<file path="src/rtl/stage1_ctrl_pkg.sv">
// Shared constants for the Stage 1 control sequencer: state encoding,
// ALU operation / operand-select codes and the saturating increment helper.
package stage1_ctrl_pkg;

    typedef enum logic [2:0] {
        ST_IDLE     = 3'd0,
        ST_LOADPC   = 3'd1,
        ST_FETCH    = 3'd2,
        ST_COMPARE  = 3'd3,
        ST_REDIRECT = 3'd4
    } state_t;

    localparam logic [3:0]  ALU_ADD   = 4'h0;
    localparam logic [1:0]  SRC_A_EXT = 2'd0;
    localparam logic [1:0]  SRC_A_PC  = 2'd1;
    localparam logic [1:0]  SRC_B_EXT = 2'd0;
    localparam logic [1:0]  SRC_B_TWO = 2'd2;
    localparam logic [15:0] PC_STEP   = 16'd2;

    function automatic logic [15:0] sat_inc16(input logic [15:0] value);
        logic [15:0] result;
        if (value == 16'hFFFF) begin
            result = value;
        end else begin
            result = value + 16'd1;
        end
        return result;
    endfunction

endpackage

</file>
<file path="src/rtl/stage1_ctrl_sat_counter.sv">
// 16-bit counter that sticks at 0xFFFF instead of wrapping.
module sat_counter16
    import stage1_ctrl_pkg::*;
(
    input  logic        clk,
    input  logic        reset,
    input  logic        inc,
    output logic [15:0] count
);

    logic [15:0] count_r;

    // count register, held at the top value once reached
    always_ff @(posedge clk) begin
        if (reset) begin
            count_r <= 16'd0;
        end else if (inc) begin
            count_r <= sat_inc16(count_r);
        end else begin
            count_r <= count_r;
        end
    end

    assign count = count_r;

endmodule

</file>
<file path="src/rtl/stage1_ctrl.sv">
// Stage 1 control sequencer: drives PC/ALU selects and enables for load,
// sequential fetch, conditional-branch compare and PC redirect.
module stage1_ctrl
    import stage1_ctrl_pkg::*;
(
    input  logic        CLK,
    input  logic        reset,
    input  logic        start,
    input  logic        load_pc,
    input  logic        halt,
    input  logic        stall,
    input  logic        br_req,
    input  logic        br_jump,
    input  logic [3:0]  br_op,
    input  logic [15:0] br_target,
    input  logic        isTrue,
    output logic        WEpc,
    output logic        inputPC,
    output logic        normOrBranch,
    output logic [1:0]  ALUsrca,
    output logic [1:0]  ALUsrcb,
    output logic [3:0]  ALUOp,
    output logic [15:0] NOB1,
    output logic        fetch_valid,
    output logic        flush,
    output logic [15:0] taken_count
);

    state_t      state_r;
    state_t      state_s;
    logic [15:0] nob1_r;
    logic [3:0]  op_r;
    logic        jump_r;
    logic        accept_s;
    logic        taken_s;

    // A branch is accepted only in an unstalled FETCH cycle that is not halting
    assign accept_s = (state_r == ST_FETCH) && !halt && br_req && !stall;
    assign taken_s  = (state_r == ST_REDIRECT);

    // next-state selection
    always_comb begin
        state_s = state_r;
        case (state_r)
            ST_IDLE: begin
                if (load_pc) begin
                    state_s = ST_LOADPC;
                end else if (start) begin
                    state_s = ST_FETCH;
                end else begin
                    state_s = ST_IDLE;
                end
            end
            ST_LOADPC:   state_s = ST_IDLE;
            ST_FETCH: begin
                if (halt) begin
                    state_s = ST_IDLE;
                end else if (br_req && !stall) begin
                    state_s = br_jump ? ST_REDIRECT : ST_COMPARE;
                end else begin
                    state_s = ST_FETCH;
                end
            end
            ST_COMPARE: begin
                if (jump_r || isTrue) begin
                    state_s = ST_REDIRECT;
                end else begin
                    state_s = ST_FETCH;
                end
            end
            ST_REDIRECT: state_s = ST_FETCH;
            default:     state_s = ST_IDLE;
        endcase
    end

    // output decode; reset suppresses any PC write in the cycle it is applied
    always_comb begin
        WEpc         = 1'b0;
        inputPC      = 1'b0;
        normOrBranch = 1'b0;
        ALUsrca      = SRC_A_EXT;
        ALUsrcb      = SRC_B_EXT;
        ALUOp        = ALU_ADD;
        fetch_valid  = 1'b0;
        flush        = 1'b0;
        case (state_r)
            ST_IDLE: begin
                WEpc = 1'b0;
            end
            ST_LOADPC: begin
                WEpc    = !reset;
                inputPC = 1'b1;
            end
            ST_FETCH: begin
                WEpc        = !stall && !reset;
                ALUsrca     = SRC_A_PC;
                ALUsrcb     = SRC_B_TWO;
                ALUOp       = ALU_ADD;
                fetch_valid = 1'b1;
            end
            ST_COMPARE: begin
                ALUOp = op_r;
            end
            ST_REDIRECT: begin
                WEpc         = !reset;
                normOrBranch = 1'b1;
                flush        = 1'b1;
            end
            default: begin
                WEpc = 1'b0;
            end
        endcase
    end

    // state and latched branch request
    always_ff @(posedge CLK) begin
        if (reset) begin
            state_r <= ST_IDLE;
            nob1_r  <= 16'd0;
            op_r    <= 4'd0;
            jump_r  <= 1'b0;
        end else begin
            state_r <= state_s;
            if (accept_s) begin
                nob1_r <= br_target;
                op_r   <= br_op;
                jump_r <= br_jump;
            end else begin
                nob1_r <= nob1_r;
                op_r   <= op_r;
                jump_r <= jump_r;
            end
        end
    end

    sat_counter16 u_cnt (
        .clk   (CLK),
        .reset (reset),
        .inc   (taken_s),
        .count (taken_count)
    );

    assign NOB1 = nob1_r;

endmodule

</file>
<file path="config.mk">
export PLATFORM = sky130hd
export DESIGN_NAME = stage1_ctrl
export DESIGN_NICKNAME = d
export VERILOG_FILES = /design/src/rtl/stage1_ctrl_pkg.sv /design/src/rtl/stage1_ctrl_sat_counter.sv /design/src/rtl/stage1_ctrl.sv
export SDC_FILE = /design/constraint.sdc
export NUM_CORES = 1
export LEC_CHECK = 0
export ABC_CLOCK_PERIOD_IN_PS = 2200
export CAP_MARGIN = 30
export CORE_ASPECT_RATIO = 0.6
export CORE_MARGIN = 2
export CORE_UTILIZATION = 39
export DETAILED_ROUTE_END_ITERATION = 7
export PLACE_DENSITY_LB_ADDON = 0.1
export SYNTH_ARGS = -nofsm -noshare
export SYNTH_HDL_FRONTEND = slang
export SYNTH_HIERARCHICAL = 1
export SYNTH_SLANG_ARGS = --single-unit
export TNS_END_PERCENT = 5
</file>
<file path="constraint.sdc">
create_clock -name CLK -period 2.2 [get_ports CLK]
set_clock_uncertainty 0.1 [all_clocks]
set_input_delay 0.55 -clock CLK [delete_from_list [all_inputs] [get_ports CLK]]
set_output_delay 0.55 -clock CLK [all_outputs]
set_load 0.01 [all_outputs]
</file>
==> Changelog: implementation, run 1 <==
## Implementation

* Status: complete, no violations
* Via count of the first global-routing pass at 1,814
* WL met1 at 2670 µm
* Die area at 5510 µm²
* Syn-to-layout area delta at 48.5%
* Max Fanout on Critical Path at 2
* Gate power share at 10.8%
* Uppermost layer routed: met4
* Clock sinks at about 40
* Critical Path Max Stage Delay at 0.42 ns
* Synth Seq Share at 41.8%
* Largest net degree at the start of global routing at 41
* Top class by area: multi-input combinational cells
* EDFF count, synth at 0
* Cell type with the largest total area: dfxtp_1
* Synthesized area per cell at 8.37 µm²
* Initial antenna violation count at 0
* CTS tree: yes
* Pwr Total at 1400 µW
* Root Driver: clkbuf_8
* Mux area share at 2.22%
* Part of the power in registers at 52.6%
* RSZ-0062 raised after global routing: yes
* Worst r2r dst: u_cnt/count[10]$_SDFFE_PP0P_
* Clk tree area frac at under 10%
* Main power group: sequential cells
* Area share, top type at 41.8%
* First-pass GRT wire length at 8670 µm
* Initial DRC Count at 105
* Grt total ovfl at 0
* Post-route cell area at 2850 µm²
* Cell Type Count at between 40 and 50
* Peak supply drop at 0.269 mV
* OpenROAD warning count at 28
* Met3 wire length at around 440 µm
* Syn Inst Count at 229
* CP Data Arrival Time at 1.52 ns
* Hold Crit Endpoint: op_r[0]$_SDFFE_PP0P_
* Comb power at 151 µW
* Final #Nets at roughly 340
* Comb area leader: simple AND/OR/NAND/NOR gates
* Post-Route WL at between 5000 and 6000 µm
* Top cells, area: dfxtp_1, a21oi_1, nand3_1, o21ai_0, buf_4
* DRC at 0
* WL met2 at 2190 µm
* Non-clk buf share at 30.0%
* Synthesized cell area at 1920 µm²
* Final Wtd Congestion at 0.808
* Max-cap violation count at 0
* Leakage at 0.00103 µW
* Gr busiest metal: met1
* Dpl ws at -0.407 ns
* Post-Synth Adder-Cell Area at 0.653%
* Register area at 807 µm²
* Seq_cells at approximately 40
* Compound Share, Synth at 20.2%
* Max Fclk at 461 MHz
* Seq pwr at 734 µW
* Flop2flop setup slack at around 0.20 ns
* Seq cells post-synth at 40
* Non-clock buffer count at 90
* Top_reg_cell synth: dfxtp_1
* Switch share at 23.9%
* Combinational share of cell area at 35.1%
* Post-CTS setup buffer count at 0
* Reg2reg path depth at 8
* Via density at 5.35
* Crit end category: output port
* DP Wirelength at 3740 µm
* Post-CTS sizing at 15
* Critical Path Start: stall
* Most frequent cells in the layout: clkdlybuf4s50_1, dfxtp_1, a21oi_1
* Endpoints failing setup at 0
* Core area at about 4700 µm²
* Worst path top cell family by delay: buffers and inverters
* MI comb area at 998 µm²
* Hold Vio Cnt, Final at 0
* Hold Crit Start: op_r[0]$_SDFFE_PP0P_
* Met1 global-route usage at 29.3%
* Non-filler cells, final at 373
* I/O pins at 74
* Ant diodes at 0
* Initial Util at around 41%
* Met2 Usage GRT at 28.8%
* Setup TNS at 0 ns
* Critical path launch point type: input pin
* Placed instance area at 2750 µm²
* Worst Hold Class: reg -> reg
* Max clock buf depth at 2
* # H-tree levels at 2
* Required time of the critical path at 1.55 ns
* Depth of the worst hold-timing path at 2
* DR vias at roughly 2,000
* Int Pwr at between 1000 and 1500 µW
* Yosys warning total at 6
* R2R Path Start: state_r[0]$_SDFF_PP0_
* Synth top cell by count: dfxtp_1
* CP Class: in -> out
* CLK BUF at 6
* Comb_multi_in at about 170
* Slew Viols, Final at 0
* Worst-path clk slew at 0.07 ns
* CTS buffer count at 5
* Critical path's slowest cell: clkdlybuf4s50_1
* Yosys cell count at between 200 and 250
* Final WS setup at ~0.033 ns
* Drt pass-1 iters at 4
* Share of layout cells above drive strength 1 at 13.9%
* Non-CTS inverters at 4
* And+or+nand+nor area frac at about a quarter
* Grt met3 use at under 10%
* XOR/XNOR Area Share at 1.37%
* Pwr dens at 490 nW/µm²
* Yosys Chip Area at 1920 µm²
* Async SR Flop Fraction at 0%
* DRT antenna net count at 0
* P_sw at 334 µW
* Top cell excl fill/tap: clkdlybuf4s50_1
* Fin crit share at 98.5%
* CP Depth at 5
* DR WL/cell at roughly 14 µm
* Critical Path Sink: WEpc
* Post-synth top cells: dfxtp_1, a21oi_1, nand3_1, o21ai_0, nor2_1
* Finished Core Util at 61.1%
* Placed cells at 364
* GRT Util Overall at 20.1%
* Worst Max-Slew Pin Slew at 0.475 ns
* Minimum clock period at 2.17 ns
* Crit path cell chain: clkdlybuf4s50_1 -> nor3b_1 -> o21bai_1 -> a21oi_1 -> buf_2
* Worst Path Buf+Inv at 2
* CTS Hold Buffers Added at 0
* Final hold slack at 0.370 ns
* # Taps at ~63
* Slew HR at between 60 and 70%
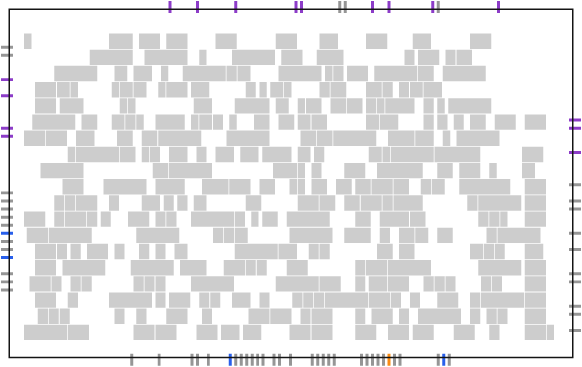
*Pin map, run 1*
Pins as bars across the die edge, other pins in gray.
[purple] taken_count | pins: 16 | direction: output | edge: 9 top, 4 left, 3 right
[blue] br_op | pins: 4 | direction: input | edge: 2 bottom, 2 left
[orange] halt | pins: 1 | direction: input | edge: bottom
all pins by edge: 31 bottom, 18 left, 13 right, 12 top
die height: 58.3 µm
width of the die: 94.5 µm
number of I/O port buffers: 71

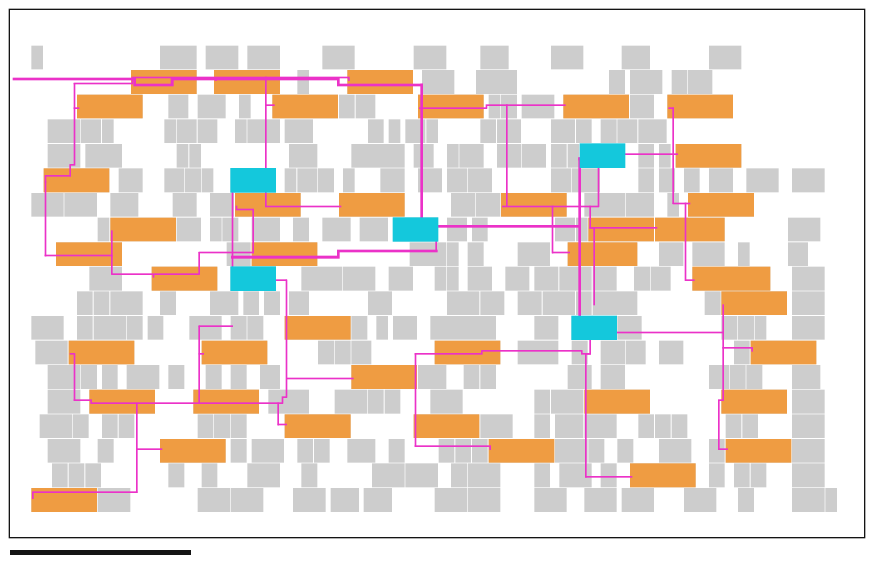
*Clock wires, drivers and flops, run 1*
Bar = 20 µm.
[cyan] clock drivers | count: 5
[orange] flip-flops | count: 40
[magenta] clock wires | length: 548 µm
flops lie: widely spread
Clk. pwr: 510 µW
Skew-Pair Late Insertion Delay: 0.29 ns
clock share of power: 36.6%

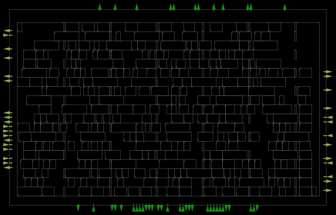
*Cell placement, run 1*
FP Rows: 19
Seq/total area: 28.4%
# fillers: 439

## Run 2: what changed since run 1
--- a/config.mk
+++ b/config.mk
@@ -11,6 +11,7 @@
 export CORE_MARGIN = 2
 export CORE_UTILIZATION = 39
 export DETAILED_ROUTE_END_ITERATION = 7
+export HOLD_SLACK_MARGIN = 0.15
 export PLACE_DENSITY_LB_ADDON = 0.1
 export SYNTH_ARGS = -nofsm -noshare
 export SYNTH_HDL_FRONTEND = slang
==> run 2 against run 1 <==
Effect of this change:
- final area is the same
- highest routed layer unchanged
- sequential share of layout area unchanged
- count of clock-buffer cells in the layout did not move
- largest cell class unchanged
- sequential power is essentially flat
- combinational power about the same
- sequential cell count is the same
- largest power group unchanged
- critical path type unchanged
- cell count unchanged
- via count stayed put
==> Changelog: implementation, run 2 <==
## Implementation

* And+or+nand+nor area frac at 26.7% (unchanged)
* Skew-Pair Late Insertion Delay at 0.29 ns (about the same)
* Share of layout cells above drive strength 1 at 13.9% (unchanged)
* Grt met3 use at 6.76% (unchanged)
* Peak supply drop at 0.269 mV (unchanged)
* CP Data Arrival Time at 1.52 ns (about the same)
* # fillers at 439 (unchanged)
* Post-CTS sizing at 15 (unchanged)
* WL met1 at 2670 µm (unchanged)
* Part of the power in registers at 52.6% (about the same)
* DRC at 0 (unchanged)
* Critical path's slowest cell: clkdlybuf4s50_1 (unchanged)
* Comb power at 151 µW (about the same)
* CTS Hold Buffers Added at 0 (unchanged)
* Critical Path Start: stall (unchanged)
* Compound Share, Synth at 20.2% (unchanged)
* Depth of the worst hold-timing path at 2 (unchanged)
* Post-Synth Adder-Cell Area at 0.653% (unchanged)
* Hold Crit Endpoint: op_r[0]$_SDFFE_PP0P_ (unchanged)
* Top cells, area: dfxtp_1, a21oi_1, nand3_1, o21ai_0, buf_4 (unchanged)
* Crit path cell chain: clkdlybuf4s50_1 -> nor3b_1 -> o21bai_1 -> a21oi_1 -> buf_2 (unchanged)
* Clock share of power at 36.6% (about the same)
* Setup TNS at 0 ns (unchanged)
* Hold Vio Cnt, Final at 0 (unchanged)
* Crit end category: output port (unchanged)
* Critical path launch point type: input pin (unchanged)
* Yosys warning total at 6 (unchanged)
* Width of the die at 94.5 µm (unchanged)
* Non-clk buf share at 30.0% (unchanged)
* Core area at 4660 µm² (unchanged)
* Final hold slack at 0.370 ns (unchanged)
* CTS tree: yes (unchanged)
* Fin crit share at 98.5% (unchanged)
* Required time of the critical path at 1.55 ns (about the same)
* Placed cells at 364 (unchanged)
* Drt pass-1 iters at 4 (unchanged)
* GRT Util Overall at 20.1% (unchanged)
* Largest net degree at the start of global routing at 41 (unchanged)
* Comb_multi_in at 168 (unchanged)
* Non-CTS inverters at 4 (unchanged)
* Die area at 5510 µm² (unchanged)
* Gr busiest metal: met1 (unchanged)
* Status: complete, no violations (unchanged)
* Met1 global-route usage at 29.3% (unchanged)
* Clock sinks at 40 (unchanged)
* Leakage at 0.00103 µW (unchanged)
* FP Rows at 19 (unchanged)
* Minimum clock period at 2.17 ns (unchanged)
* Post-CTS setup buffer count at 0 (unchanged)
* DP Wirelength at 3740 µm (unchanged)
* EDFF count, synth at 0 (unchanged)
* Synthesized area per cell at 8.37 µm² (unchanged)
* XOR/XNOR Area Share at 1.37% (unchanged)
* Hold Crit Start: op_r[0]$_SDFFE_PP0P_ (unchanged)
* CLK BUF at 6 (unchanged)
* Initial antenna violation count at 0 (unchanged)
* Syn-to-layout area delta at 48.5% (unchanged)
* Grt total ovfl at 0 (unchanged)
* Most frequent cells in the layout: clkdlybuf4s50_1, dfxtp_1, a21oi_1 (unchanged)
* Slew Viols, Final at 0 (unchanged)
* Die height at 58.3 µm (unchanged)
* Post-synth top cells: dfxtp_1, a21oi_1, nand3_1, o21ai_0, nor2_1 (unchanged)
* Yosys cell count at 229 (unchanged)
* Critical Path Sink: WEpc (unchanged)
* OpenROAD warning count at 28 (unchanged)
* Top_reg_cell synth: dfxtp_1 (unchanged)
* DRT antenna net count at 0 (unchanged)
* P_sw at 334 µW (unchanged)
* Worst r2r dst: u_cnt/count[10]$_SDFFE_PP0P_ (unchanged)
* Final Wtd Congestion at 0.808 (unchanged)
* Pwr Total at 1400 µW (unchanged)
* Top cell excl fill/tap: clkdlybuf4s50_1 (unchanged)
* # H-tree levels at 2 (unchanged)
* RSZ-0062 raised after global routing: yes (unchanged)
* Seq_cells at 40 (unchanged)
* Final WS setup at 0.0331 ns (unchanged)
* Placed instance area at 2750 µm² (unchanged)
* Seq pwr at 734 µW (about the same)
* Worst Max-Slew Pin Slew at 0.475 ns (unchanged)
* Non-filler cells, final at 373 (unchanged)
* Met3 wire length at 440 µm (unchanged)
* Non-clock buffer count at 90 (unchanged)
* Area share, top type at 41.8% (unchanged)
* Main power group: sequential cells (unchanged)
* Ant diodes at 0 (unchanged)
* Gate power share at 10.8% (about the same)
* CP Depth at 5 (unchanged)
* Synthesized cell area at 1920 µm² (unchanged)
* Worst path top cell family by delay: buffers and inverters (unchanged)
* Max Fclk at 461 MHz (unchanged)
* Initial DRC Count at 105 (unchanged)
* Int Pwr at 1060 µW (unchanged)
* Switch share at 23.9% (unchanged)
* Syn Inst Count at 229 (unchanged)
* Combinational share of cell area at 35.1% (unchanged)
* Finished Core Util at 61.1% (unchanged)
* Synth Seq Share at 41.8% (unchanged)
* Seq/total area at 28.4% (unchanged)
* Top class by area: multi-input combinational cells (unchanged)
* Worst Hold Class: reg -> reg (unchanged)
* CP Class: in -> out (unchanged)
* I/O pins at 74 (unchanged)
* Yosys Chip Area at 1920 µm² (unchanged)
* Cell Type Count at 45 (unchanged)
* MI comb area at 998 µm² (unchanged)
* Uppermost layer routed: met4 (unchanged)
* Cell type with the largest total area: dfxtp_1 (unchanged)
* Max-cap violation count at 0 (unchanged)
* Met2 Usage GRT at 28.8% (unchanged)
* Register area at 807 µm² (unchanged)
* Reg2reg path depth at 8 (unchanged)
* Endpoints failing setup at 0 (unchanged)
* Synth top cell by count: dfxtp_1 (unchanged)
* WL met2 at 2190 µm (unchanged)
* Comb area leader: simple AND/OR/NAND/NOR gates (unchanged)
* Initial Util at 41.1% (unchanged)
* Root Driver: clkbuf_8 (unchanged)
* Seq cells post-synth at 40 (unchanged)
* Final #Nets at 339 (unchanged)
* Max clock buf depth at 2 (unchanged)
* Clk tree area frac at 3.25% (unchanged)
* Worst-path clk slew at 0.07 ns (about the same)
* Pwr dens at 490 nW/µm² (unchanged)
* Slew HR at 67.5% (unchanged)
* CTS buffer count at 5 (unchanged)
* Critical Path Max Stage Delay at 0.42 ns (about the same)
* Flop2flop setup slack at 0.20 ns (about the same)
* # Taps at 63 (unchanged)
* Async SR Flop Fraction at 0% (unchanged)
* Mux area share at 2.22% (unchanged)
* First-pass GRT wire length at 8670 µm (unchanged)
* Dpl ws at -0.407 ns (unchanged)
* Via count of the first global-routing pass at 1,814 (unchanged)
* Via density at 5.35 (unchanged)
* Post-route cell area at 2850 µm² (unchanged)
* Max Fanout on Critical Path at 2 (unchanged)
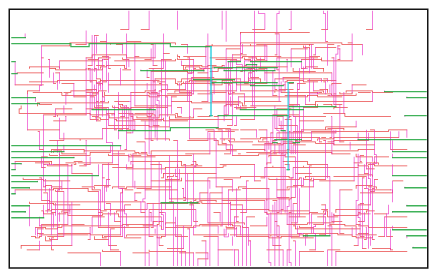
*Metal layers overlaid, run 2*
[green] metal 3 | wire length: 440 µm
[magenta] metal 2 | wire length: 2,190 µm
[cyan] metal 4 | wire length: 35.4 µm
[red] metal 1 | wire length: 2,670 µm
DR vias: 1,997
Post-Route WL: 5330 µm
DR WL/cell: 14.3 µm

## Run 3: what changed since run 2
--- a/config.mk
+++ b/config.mk
@@ -13,6 +13,7 @@
 export DETAILED_ROUTE_END_ITERATION = 7
 export HOLD_SLACK_MARGIN = 0.15
 export PLACE_DENSITY_LB_ADDON = 0.1
+export SETUP_SLACK_MARGIN = 0.02
 export SYNTH_ARGS = -nofsm -noshare
 export SYNTH_HDL_FRONTEND = slang
 export SYNTH_HIERARCHICAL = 1
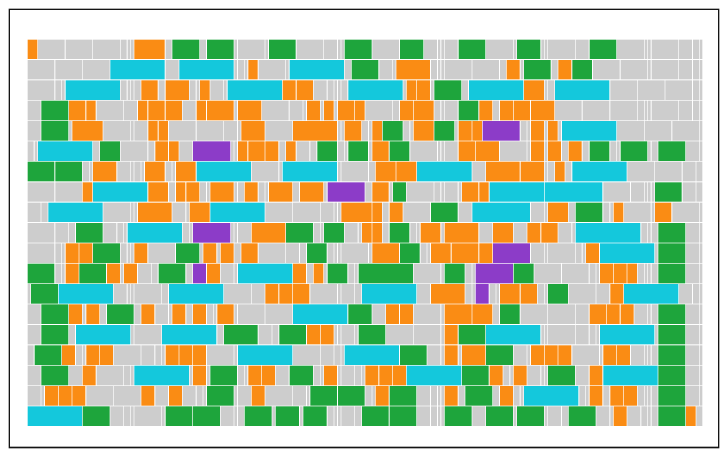
*Cell classes on the final placement, run 3*
Fill, decap, tap and diode cells in gray.
[orange] combinational and other logic | cells: 172 | share of their area: 37%
[green] remaining buffers and delay cells | cells: 90 | share of their area: 31%
[purple] clock drivers and dummy loads | cells: 8 | share of their area: 3.3%
[cyan] sequential cells | cells: 40 | share of their area: 29%

==> run 3 against run 2 <==
Effect of this change:
- cell count unchanged
- setup slack better by 0.0069 ns
- first-iteration DRC count increased by 11%
- final area increased by 0.44%
==> Changelog: implementation, run 3 <==
## Implementation

* Status: complete, no violations (unchanged)
* Met2 Usage GRT at 29.1% (was 28.8%)
* Part of the power in registers at 52.5% (was 52.6%)
* Post-route cell area at 2860 µm² (was 2850 µm²)
* Flop2flop setup slack at 0.19 ns (was 0.20 ns)
* Post-Route WL at 5450 µm (was 5330 µm)
* Seq/total area at 28.2% (was 28.4%)
* Synth top cell by count: dfxtp_1 (unchanged)
* Minimum clock period at 2.16 ns (was 2.17 ns)
* Reg2reg path depth at 8 (unchanged)
* Mux area share at 2.22% (unchanged)
* Compound Share, Synth at 20.2% (unchanged)
* DP Wirelength at 3740 µm (unchanged)
* Synthesized area per cell at 8.37 µm² (unchanged)
* Die height at 58.3 µm (unchanged)
* Endpoints failing setup at 0 (unchanged)
* WL met1 at 2730 µm (was 2670 µm)
* Ant diodes at 0 (unchanged)
* Comb_multi_in at 168 (unchanged)
* Hold Crit Start: op_r[0]$_SDFFE_PP0P_ (unchanged)
* Final Wtd Congestion at 0.808 (unchanged)
* Register area at 807 µm² (unchanged)
* Synth Seq Share at 41.8% (unchanged)
* Number of I/O port buffers at 71 (unchanged)
* Post-CTS setup buffer count at 0 (unchanged)
* Yosys warning total at 6 (unchanged)
* Crit path cell chain: clkdlybuf4s50_1 -> nor3b_2 -> o21bai_1 -> a21oi_1 -> buf_2 (was clkdlybuf4s50_1 -> nor3b_1 -> o21bai_1 -> a21oi_1 -> buf_2)
* Max Fclk at 463 MHz (was 461 MHz)
* And+or+nand+nor area frac at 26.7% (unchanged)
* Depth of the worst hold-timing path at 2 (unchanged)
* Combinational share of cell area at 35.3% (was 35.1%)
* Largest net degree at the start of global routing at 41 (unchanged)
* Critical path's slowest cell: clkdlybuf4s50_1 (unchanged)
* # Taps at 63 (unchanged)
* CLK BUF at 6 (unchanged)
* Setup TNS at 0 ns (unchanged)
* Via density at 5.35 (about the same)
* Seq_cells at 40 (unchanged)
* Via count of the first global-routing pass at 1,807 (was 1,814)
* FP Rows at 19 (unchanged)
* Slew Viols, Final at 0 (unchanged)
* Initial antenna violation count at 0 (unchanged)
* Cell type with the largest total area: dfxtp_1 (unchanged)
* Max-cap violation count at 0 (unchanged)
* Seq pwr at 734 µW (about the same)
* Non-CTS inverters at 4 (unchanged)
* Comb area leader: simple AND/OR/NAND/NOR gates (unchanged)
* Finished Core Util at 61.3% (was 61.1%)
* Clk tree area frac at 3.24% (was 3.25%)
* Worst Max-Slew Pin Slew at 0.475 ns (about the same)
* Critical Path Start: stall (unchanged)
* I/O pins at 74 (unchanged)
* CP Depth at 5 (unchanged)
* CTS tree: yes (unchanged)
* Worst path top cell family by delay: buffers and inverters (unchanged)
* Max clock buf depth at 2 (unchanged)
* First-pass GRT wire length at 8720 µm (was 8670 µm)
* Seq cells post-synth at 40 (unchanged)
* Main power group: sequential cells (unchanged)
* WL met2 at 2260 µm (was 2190 µm)
No activity file was given, so power comes from the tool's default toggle rates.
